Design ddr3_avl_arbiter, sky130hd; sources not shown.
Power grid:
Scale bar: 100 um. Pins as bars on the die edge.
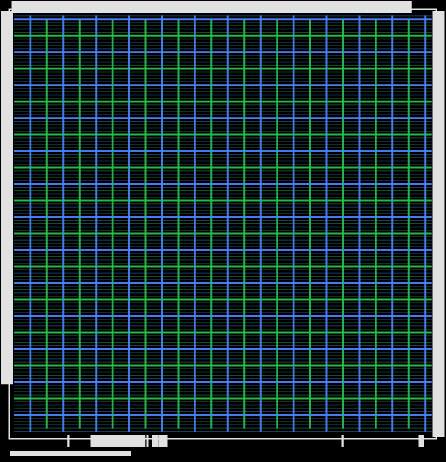
VDD: marked green. VSS: marked blue.
25 straps on met4. 127 met1 rails follow the rows. The core has 126 rows. 25 straps on met5. 905 signal pins sit on the boundary.
core area: 118,000 um^2
Die H: 353 um

Placed cells, one color a class:
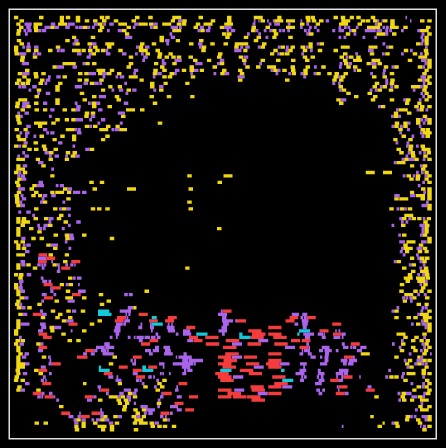
flip-flops: marked red, cells 107, share of their area 14%. clock drivers and dummy loads: marked cyan, cells 16, share of their area 1.6%. other buffers and delay cells: marked yellow, cells 899, share of their area 49%. all other logic: marked purple, cells 907, share of their area 36%.
design area: 20,300 um^2
Final Core Density: 17.2%
Seq area share: 12.5%
std cell rows: 126

Port wiring:
Scale bar: 100 um.
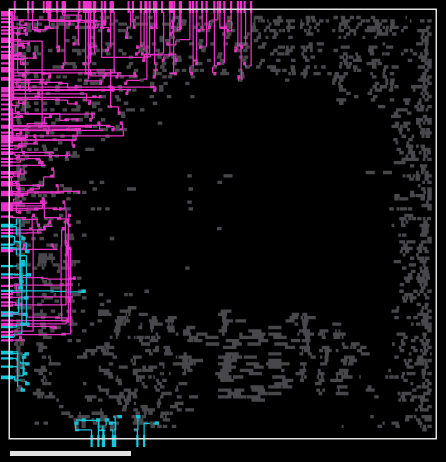
avl_wdata: marked magenta, bits 128, direction output, edge 79 left, 49 top, end cells 128, wire 6,580 um. m0_addr: marked cyan, bits 26, direction input, edge 18 left, 8 bottom, end cells 26, wire 690 um.
Ports: 905
number of port buffers: 888

Cell area per tile:
Scale bar: 100 um. 35 x 35 tiles, from black (low) to pale yellow (high), 0 to 100% covered.
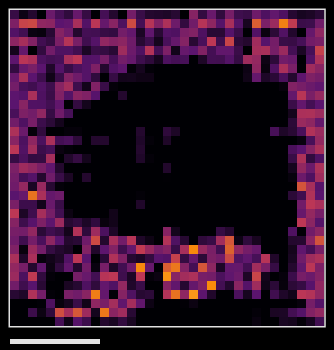
The mean over all tiles is 15%. 42% of the tiles are nearly empty. The fullest tile reaches 78%. The emptiest ninth of the die: middle. The densest ninth of the die: top left. 0.20% of the tiles are over 75% full.
fp_density: 7.98%

Routing congestion:
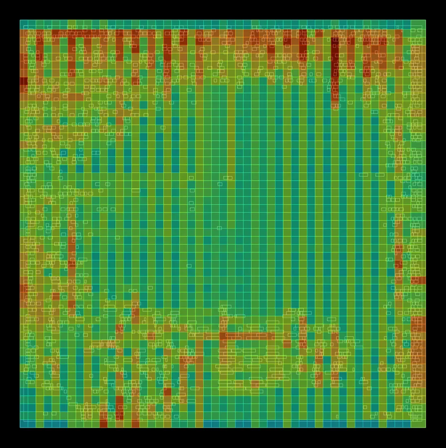
busiest layer in global routing: met2
M2 GR Usage: 20.3%

==> impl_metrics.env <==
# yosys + openroad results
export IMPL_wire_per_inst_um=20.6
export IMPL_p_leak_nw=6.99
export IMPL_top_cell_area_share_pct=17.3
export IMPL_cts_made_buffers=9
export IMPL_ys_seq_share_pct=27.0
export IMPL_period_needed_ps=4040
export IMPL_yosys_warnings=0
export IMPL_globalplace_congestion=0.837
export IMPL_die_area_um2=124000
export IMPL_worst_pin_slew_ps=1150
export IMPL_drtAntennaViolNets=0
export IMPL_fp_dieW_um=351
export IMPL_finalSetupViolCount=0
export IMPL_hold_path_class="reg2reg"
export IMPL_largest_reg_flops=36
export IMPL_clk_pin_slew_worst_paths_ps=80
export IMPL_cp_arrival_ps=3520
export IMPL_cts_tree="yes"
export IMPL_drc=0
export IMPL_crit_fanout=46
export IMPL_hold_viol=0
export IMPL_synth_area_um2=9420
export IMPL_first_global_vias=11400
export IMPL_cap_violations=0
export IMPL_postSynth_asyncResetShare_pct=0
export IMPL_edf_count=40
export IMPL_rsz0062_at_grt="no"
export IMPL_fin_crit_sh_pct=77.7
export IMPL_vias_per_cell=3.16
export IMPL_top_area_cell="mux2i_1"
export IMPL_ys_flops=107
export IMPL_power_mw=4.39
export IMPL_grt_pass1_wl_um=95000
export IMPL_slew_viol_final=0
export IMPL_outcome="finished clean"
export IMPL_cp_start_kind="flip-flop"
export IMPL_tns_ps=0
export IMPL_ys_dominant_reg_cell="dfxtp_1"
export IMPL_routed_wl_um=71500
export IMPL_htreeDepth=3
export IMPL_synth_distinct_cells=54
export IMPL_max_slew_margin_pct=23.1
export IMPL_ys_chip_area_um2=9420
export IMPL_grt_max_degree=130
export IMPL_instances_no_fill=3474
export IMPL_postCtsSetupRepairBufs=0
export IMPL_end_kind="output port"
export IMPL_worstSkewPairLatency_ps=380
export IMPL_initialDrtViolationCount=378
[power breakdown]
part	switching (mW)	internal, mW	total [mW]
combinational	1.37	1.17	2.54
sequential	0.128	0.982	1.11
clock	0.360	0.377	0.737
total	1.86	2.53	4.39
[layout by cell type, fill, tap and decap left out, types with 3 or more instances in the layout]
cell type and instances:
a211oi_1 36, xnor2_1 20, nand2b_1 5, clkbuf_16 9, mux2_2 3, conb_1 16
nor4_1 6, buf_4 7, nor2_1 70, nor3b_1 3, and2_1 259, inv_1 13
nand3_1 7, nand4_1 8, o21ai_0 3, ha_1 11, buf_12 4, and3_1 12
diode_2 9, edfxtp_1 40, nand2_1 14, dfxtp_1 66, nor4b_1 3, nor3_1 6
clkdlybuf4s50_1 887, mux4_2 10, a211o_1 4, xor2_1 24, a21oi_1 10, nor2b_1 164
mux2i_1 163
[cell usage after synthesis, types with 4 or more instances]
cell and instances:
nor2b_1 165, nor2_1 71, xnor2_1 20, mux2i_1 163
inv_1 13, buf_1 10, nand4_1 8, dfxtp_1 67
xor2_1 24, a21oi_1 11, nand2b_1 5, nand2_1 14
a211o_1 4, nand3_1 7, ha_1 12, buf_2 4
edfxtp_1 40, a211oi_1 36, mux4_2 10, buf_4 16
and2_1 259, nor3_1 6, nor4_1 6, and3_1 12
clkbuf_1 68
[logic make-up after synthesis]
group                      synth area share, %
AOI/OAI and AO/OA                         5.58
muxes                                     20.2
other                                   0.0398
xor gates and xnor gates                  4.33
buffers and inverters                     5.23
adders and majority gates                 1.59
and+or+nand+nor                           36.0
DFF                                       27.0
[final cells by class]
cell class | instances | area (um^2)
Inverter | 13 | 48.8
Clock buffer | 9 | 225
Fill cell | 13200 | 97700
Sequential cell | 107 | 2550
Clock inverter | 7 | 75.1
Antenna cell | 9 | 22.5
Tap cell | 1536 | 1920
Timing Repair Buffer | 899 | 9020
Multi-Input combinational cell | 894 | 6480
[metal layers]
metal,vias to the layer above,global-route usage [%],share of wire [%],wire length [um]
met3,68,4.10,9.7,6970
met1,4969,11.9,38,27200
met2,594,20.3,51,36500
met4,10,1.48,1.1,758
met5,-,0,0.097,69
li1,5339,-,-,-
[through the flow]
stage               area, um^2  hold slack [ps]  util (%)  setup WS [ps]
global route             20300              520      17.2            858
finish                   20300              499      17.2           1160
CTS                      20300              499      17.2           1020
detailed placement       20000              487      16.9           1410
floorplan                 9480              458         -           2620
global placement         20000              485      16.9           1420
[critical path, cell delays in order, from the launching register on]
cell,delay [ps]
dfxtp_1,800
mux4_2,440
nor2b_4,730
buf_12,270
and2_1,160
clkdlybuf4s50_1,690
